[src/rtl/ram_boot_loader_if.sv]
// Loader-side bundle: boot control, input word stream, RAM write port and CPU gating.
// The loader uses the slave modport; whoever drives the stream and start uses master.
interface ram_boot_loader_if #(
  parameter int unsigned ADDR_W = 8,
  parameter int unsigned DATA_W = 8
);
  logic              start;
  logic [ADDR_W-1:0] base_addr;
  logic              in_valid;
  logic [DATA_W-1:0] in_data;
  logic              in_last;
  logic              in_ready;
  logic              mem_we;
  logic [ADDR_W-1:0] mem_addr;
  logic [DATA_W-1:0] mem_wdata;
  logic              cpu_hold;
  logic              busy;
  logic              done;
  logic              error;

  modport slave (
    input  start, base_addr, in_valid, in_data, in_last,
    output in_ready, mem_we, mem_addr, mem_wdata, cpu_hold, busy, done, error
  );

  modport master (
    output start, base_addr, in_valid, in_data, in_last,
    input  in_ready, mem_we, mem_addr, mem_wdata, cpu_hold, busy, done, error
  );
endinterface

[src/rtl/ram_boot_loader.sv]
// Program loader: optionally clears RAM, streams an image from base_addr upward
// (wrapping), then releases the CPU hold a fixed number of cycles after the last write.
module ram_boot_loader #(
  parameter int unsigned       ADDR_W      = 8,
  parameter int unsigned       DATA_W      = 8,
  parameter logic [DATA_W-1:0] CLR_VALUE   = '0,
  parameter bit                CLR_ON_BOOT = 1'b1,
  parameter int unsigned       HOLD_CYCLES = 4
) (
  input  logic             clk,
  input  logic             rst,
  ram_boot_loader_if.slave bus
);

  localparam int unsigned DEPTH  = 1 << ADDR_W;
  localparam int unsigned CNT_W  = ADDR_W + 1;
  localparam int unsigned HOLD_W = 8;

  typedef enum logic [2:0] {
    S_IDLE  = 3'd0,
    S_CLEAR = 3'd1,
    S_LOAD  = 3'd2,
    S_HOLD  = 3'd3,
    S_DONE  = 3'd4
  } state_e;

  state_e              state_q,     state_d;
  logic [ADDR_W-1:0]   base_q,      base_d;
  logic [CNT_W-1:0]    cnt_q,       cnt_d;
  logic [HOLD_W-1:0]   hold_q,      hold_d;
  logic                mem_we_q,    mem_we_d;
  logic [ADDR_W-1:0]   mem_addr_q,  mem_addr_d;
  logic [DATA_W-1:0]   mem_wdata_q, mem_wdata_d;
  logic                in_ready_q,  in_ready_d;
  logic                cpu_hold_q,  cpu_hold_d;
  logic                busy_q,      busy_d;
  logic                done_q,      done_d;
  logic                error_q,     error_d;
  logic                accept_c;

  assign accept_c = bus.in_valid & in_ready_q;

  // State and registered outputs; cpu_hold resets high so the CPU never runs unloaded.
  always_ff @(posedge clk or posedge rst) begin
    if (rst) begin
      state_q     <= S_IDLE;
      base_q      <= '0;
      cnt_q       <= '0;
      hold_q      <= '0;
      mem_we_q    <= 1'b0;
      mem_addr_q  <= '0;
      mem_wdata_q <= '0;
      in_ready_q  <= 1'b0;
      cpu_hold_q  <= 1'b1;
      busy_q      <= 1'b0;
      done_q      <= 1'b0;
      error_q     <= 1'b0;
    end else begin
      state_q     <= state_d;
      base_q      <= base_d;
      cnt_q       <= cnt_d;
      hold_q      <= hold_d;
      mem_we_q    <= mem_we_d;
      mem_addr_q  <= mem_addr_d;
      mem_wdata_q <= mem_wdata_d;
      in_ready_q  <= in_ready_d;
      cpu_hold_q  <= cpu_hold_d;
      busy_q      <= busy_d;
      done_q      <= done_d;
      error_q     <= error_d;
    end
  end

  // Next-state and output decode.
  always_comb begin
    state_d     = state_q;
    base_d      = base_q;
    cnt_d       = cnt_q;
    hold_d      = hold_q;
    mem_we_d    = 1'b0;
    mem_addr_d  = mem_addr_q;
    mem_wdata_d = mem_wdata_q;
    cpu_hold_d  = cpu_hold_q;
    done_d      = done_q;
    error_d     = error_q;

    case (state_q)
      S_IDLE, S_DONE: begin
        if (bus.start) begin
          base_d     = bus.base_addr;
          cnt_d      = '0;
          hold_d     = '0;
          done_d     = 1'b0;
          error_d    = 1'b0;
          cpu_hold_d = 1'b1;
          if (CLR_ON_BOOT) begin
            // First clear write is issued together with the state change.
            state_d     = S_CLEAR;
            mem_we_d    = 1'b1;
            mem_addr_d  = '0;
            mem_wdata_d = CLR_VALUE;
          end else begin
            state_d = S_LOAD;
          end
        end
      end

      S_CLEAR: begin
        // mem_addr_q is the address currently being written.
        if (mem_addr_q == ADDR_W'(DEPTH - 1)) begin
          state_d = S_LOAD;
        end else begin
          mem_we_d    = 1'b1;
          mem_addr_d  = mem_addr_q + ADDR_W'(1);
          mem_wdata_d = CLR_VALUE;
        end
      end

      S_LOAD: begin
        if (accept_c) begin
          mem_we_d    = 1'b1;
          mem_addr_d  = base_q + cnt_q[ADDR_W-1:0];
          mem_wdata_d = bus.in_data;
          cnt_d       = cnt_q + CNT_W'(1);
          if (bus.in_last) begin
            state_d = S_HOLD;
            hold_d  = '0;
          end else if (cnt_q == CNT_W'(DEPTH - 1)) begin
            // Image longer than RAM: abort with the CPU still held.
            error_d = 1'b1;
            state_d = S_DONE;
          end
        end
      end

      S_HOLD: begin
        if (hold_q == HOLD_W'(HOLD_CYCLES - 1)) begin
          state_d    = S_DONE;
          cpu_hold_d = 1'b0;
          done_d     = 1'b1;
        end else begin
          hold_d = hold_q + HOLD_W'(1);
        end
      end

      default: state_d = S_IDLE;
    endcase

    in_ready_d = (state_d == S_LOAD);
    busy_d     = (state_d == S_CLEAR) || (state_d == S_LOAD) || (state_d == S_HOLD);
  end

  assign bus.in_ready  = in_ready_q;
  assign bus.mem_we    = mem_we_q;
  assign bus.mem_addr  = mem_addr_q;
  assign bus.mem_wdata = mem_wdata_q;
  assign bus.cpu_hold  = cpu_hold_q;
  assign bus.busy      = busy_q;
  assign bus.done      = done_q;
  assign bus.error     = error_q;

endmodule

[src/flat_wrapper.sv]
// flat-port wrapper written by rule: the top's interface ports become plain ports
module ram_boot_loader_flat 
#(
  parameter int unsigned       ADDR_W      = 8,
  parameter int unsigned       DATA_W      = 8,
  parameter logic [DATA_W-1:0] CLR_VALUE   = '0,
  parameter bit                CLR_ON_BOOT = 1'b1,
  parameter int unsigned       HOLD_CYCLES = 4
)
  (clk, rst, bus_start, bus_base_addr, bus_in_valid, bus_in_data, bus_in_last, bus_in_ready, bus_mem_we, bus_mem_addr, bus_mem_wdata, bus_cpu_hold, bus_busy, bus_done, bus_error);
  ram_boot_loader_if #(.ADDR_W(ADDR_W), .DATA_W(DATA_W)) bus_i ();
  input  logic clk;
  input  logic rst;
  input wire logic [$bits(bus_i.start)-1:0] bus_start;
  input wire logic [$bits(bus_i.base_addr)-1:0] bus_base_addr;
  input wire logic [$bits(bus_i.in_valid)-1:0] bus_in_valid;
  input wire logic [$bits(bus_i.in_data)-1:0] bus_in_data;
  input wire logic [$bits(bus_i.in_last)-1:0] bus_in_last;
  output wire logic [$bits(bus_i.in_ready)-1:0] bus_in_ready;
  output wire logic [$bits(bus_i.mem_we)-1:0] bus_mem_we;
  output wire logic [$bits(bus_i.mem_addr)-1:0] bus_mem_addr;
  output wire logic [$bits(bus_i.mem_wdata)-1:0] bus_mem_wdata;
  output wire logic [$bits(bus_i.cpu_hold)-1:0] bus_cpu_hold;
  output wire logic [$bits(bus_i.busy)-1:0] bus_busy;
  output wire logic [$bits(bus_i.done)-1:0] bus_done;
  output wire logic [$bits(bus_i.error)-1:0] bus_error;
  assign bus_i.start = bus_start;
  assign bus_i.base_addr = bus_base_addr;
  assign bus_i.in_valid = bus_in_valid;
  assign bus_i.in_data = bus_in_data;
  assign bus_i.in_last = bus_in_last;
  assign bus_in_ready = bus_i.in_ready;
  assign bus_mem_we = bus_i.mem_we;
  assign bus_mem_addr = bus_i.mem_addr;
  assign bus_mem_wdata = bus_i.mem_wdata;
  assign bus_cpu_hold = bus_i.cpu_hold;
  assign bus_busy = bus_i.busy;
  assign bus_done = bus_i.done;
  assign bus_error = bus_i.error;
  ram_boot_loader #(.ADDR_W(ADDR_W), .DATA_W(DATA_W), .CLR_VALUE(CLR_VALUE), .CLR_ON_BOOT(CLR_ON_BOOT), .HOLD_CYCLES(HOLD_CYCLES)) u_core (.clk(clk), .rst(rst), .bus(bus_i));
endmodule
[config.mk]
export PLATFORM = sky130hd
export DESIGN_NAME = ram_boot_loader_flat
export DESIGN_NICKNAME = d
export VERILOG_FILES = /design/src/rtl/ram_boot_loader_if.sv /design/src/rtl/ram_boot_loader.sv /design/src/flat_wrapper.sv
export SDC_FILE = /design/constraint.sdc
export NUM_CORES = 1
export LEC_CHECK = 0
export CAP_MARGIN = 20
export CORE_ASPECT_RATIO = 2
export CORE_UTILIZATION = 58
export DETAILED_ROUTE_END_ITERATION = 12
export PLACE_DENSITY = 0.94
export SETUP_SLACK_MARGIN = 0.3
export SYNTH_ARGS = -nofsm -noshare
export SYNTH_HDL_FRONTEND = slang
export SYNTH_SLANG_ARGS = --single-unit
[constraint.sdc]
create_clock -name clk -period 4.7 [get_ports clk]
set_input_delay 1.175 -clock clk [delete_from_list [all_inputs] [get_ports clk]]
set_output_delay 1.175 -clock clk [all_outputs]
set_load 0.03 [all_outputs]
### The metal 3 layer

The bar under the picture is 20 µm long.
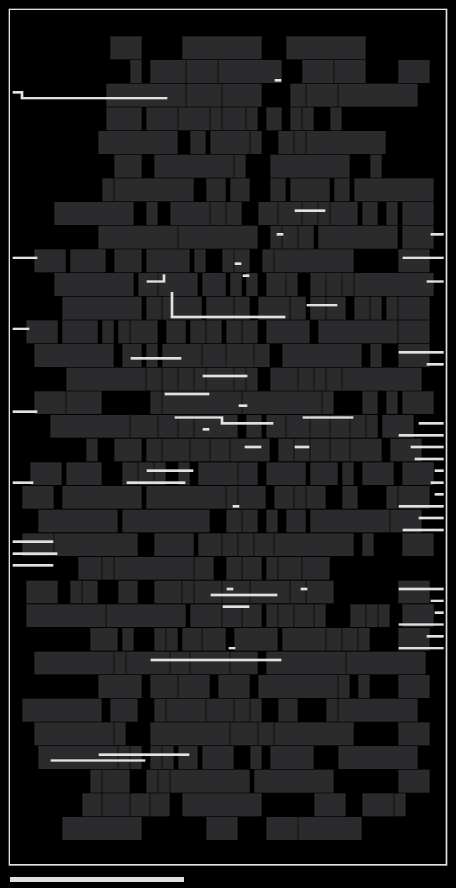
The layer holds 3.8% of the routed length. 46 nets have wire on it. The wires run mostly horizontal. The layer carries 220 µm of wire. The longest straight run is 16.6 µm.
vias post-DR: 2237
DRT Wirelength: 5790 µm
Global Route met3 Usage: 0.0405

### Routing congestion

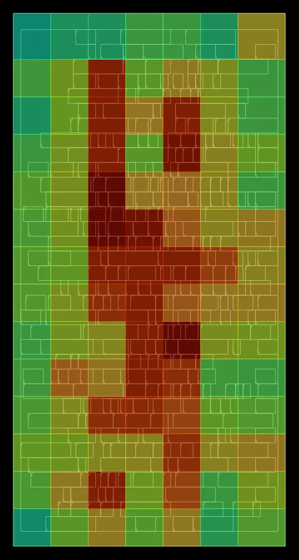
met1 Track Usage GR: 0.299
combined global-route utilization of all metal layers: 0.266
Post-Route Utilization: 0.742
met2 Use GR: 0.473
wire per inst: 15.4 µm

### The metal 1 layer

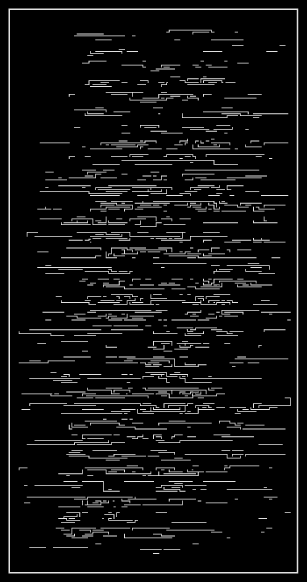
The longest straight run is 16.1 µm. The layer carries 2240 µm of wire.

### Met2 routing

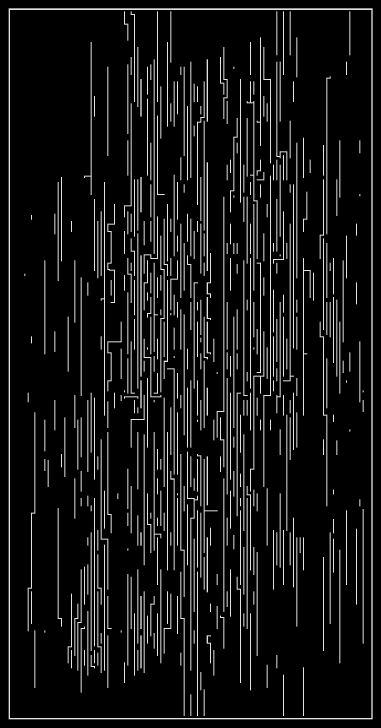
The longest straight run is 32.3 µm. The layer holds 55% of the routed length. The wires run mostly vertical.

### Signal wires on met4

The bar under the picture is 20 µm long.
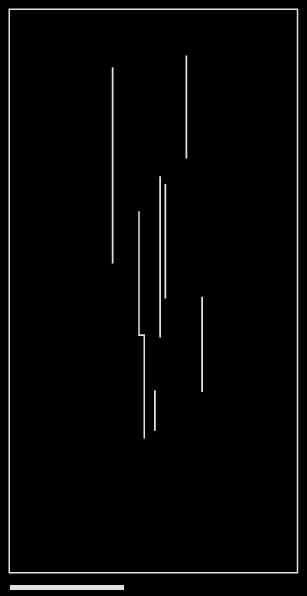
7 nets have wire on it. The wires run mostly vertical. The layer carries 163 µm of wire. The layer holds 2.8% of the routed length.

==> out/qor.json <==
{
  "status": "finished clean",
  "remaining_drc_errors": 0,
  "critical_path.endpoint_type": "flop",
  "cts_num_sinks": 50,
  "layout.filler_cells": 324,
  "report.final.hold_viol_count": 0,
  "worst_hold_path_class": "flop to flop",
  "tightest_slew_ps": 946,
  "max-cap-violations": 0,
  "hold_path_startpoint": "u_core.bus.mem_wdata[3]",
  "power.density_cell_area_nw_per_um2": 341,
  "cts_max_path_buffers": 2,
  "grt.busiest_layer": "met2",
  "setup_tns_ps": 0,
  "worstPathMaxFanout": 19,
  "synth_top_cell_by_area": "dfrtp_1",
  "core_um2": 4380,
  "finalSetupViolCount": 0,
  "ir_worst_vdd_mv": 0.276,
  "critical_path.endpoint": "u_core.bus.busy",
  "endpoint_of_the_lowest_slack_register_to_register_path": "u_core.bus.mem_wdata[1]",
  "dominantRegCellSynth": "dfrtp_1",
  "buffer_ports.inserted": 42,
  "final_min_period_over_clock_period": 0.600,
  "holdBufCountCts": 0,
  "enable_flop_cells": 0,
  "r2r_setup_slack_ps": 2210,
  "registers.top_by_ff_count": "u_core.cnt_q",
  "setup.worst_path.start": "bus_start",
  "criticalPathCategory": "input port to flop",
  "total_die_size_um2": 4920,
  "hold-path-cell-count": 2,
  "worstRegToRegCells": 4,
  "cpMaxStageDelayCell": "clkdlybuf4s50_1",
  "max_freq_ghz": 0.355,
  "crit_required_ps": 4890,
  "vias_in_the_first_global_route": 2292,
  "place_ws_ps": 1560,
  "cts_setup_buffers": 0,
  "report.final.slew_viol_count": 0,
  "synthesis.instances": 278,
  "n_antenna_cell": 0,
  "drive_gt1_frac": 0.0870,
  "yosys_warnings": 0,
  "first_pass_grt_wire_length_um": 10100,
  "post-dp-hpwl_um": 4260,
  "total_cts_buffers": 5,
  "cp_data_arrival_time_ps": 3010
}
==> worst max-delay path, delay by kind of cell <==
| family | cells | cell delay [ps] |
|---|---|---|
| buf+inv | 2 | 680 |
| compound gates | 2 | 590 |
| simple gates | 3 | 560 |
==> metrics by stage <==
stage | cell area [µm²] | std cells | util | hold slack [ps]
5_1_grt | 3250 | 376 | 0.742 | 525
6_report | 3250 | 376 | 0.742 | 491
2_1_floorplan | 2680 | 278 | - | 472
4_1_cts | 3230 | 375 | 0.737 | 493
3_3_place_gp | 3140 | 367 | 0.716 | 460
3_5_place_dp | 3140 | 367 | 0.716 | 472
==> synth_stat cells, types with 5 or more instances <==
library cell  count
nand2_1          31
ha_1             11
mux2_2            7
a21oi_1          17
o21ai_0          24
xor2_1            9
nand2b_1          6
xnor2_1           5
nand4_1           6
inv_1            12
nor2_1           28
o22ai_1           6
dfrtp_1          49
nor3_1            5
nand3_1           7
and3_1            6
==> layout make-up <==
cell class | instances | area (µm²) | area share
tap | 54 | 67.6 | 0.0208
multi-input combinational | 207 | 1340 | 0.412
sequential | 50 | 1250 | 0.385
clock buffer | 8 | 90.1 | 0.0277
inverter | 12 | 45.0 | 0.0139
timing repair buffer | 45 | 455 | 0.140
==> power by group <==
group | leakage [nW] | internal (mW) | switching, mW
clock network | 0.0455 | 0.120 | 0.136
logic | 0.698 | 0.143 | 0.166
registers | 0.654 | 0.487 | 0.0570
==> metal layers <==
layer,vias up,part of all wire
met5,-,0
met4,0,0.028
met3,17,0.038
met2,73,0.55
met1,1079,0.39
li1,1068,-
==> cell families after synthesis <==
logic type | share of synthesized area
simple gates | 0.203
buf+inv | 0.0364
compound gates | 0.156
flops | 0.467
mux | 0.0331
fa+ha+maj | 0.0587
xor+xnor | 0.0457
Power figures rest on the tool's default switching activity, not on a simulated workload.
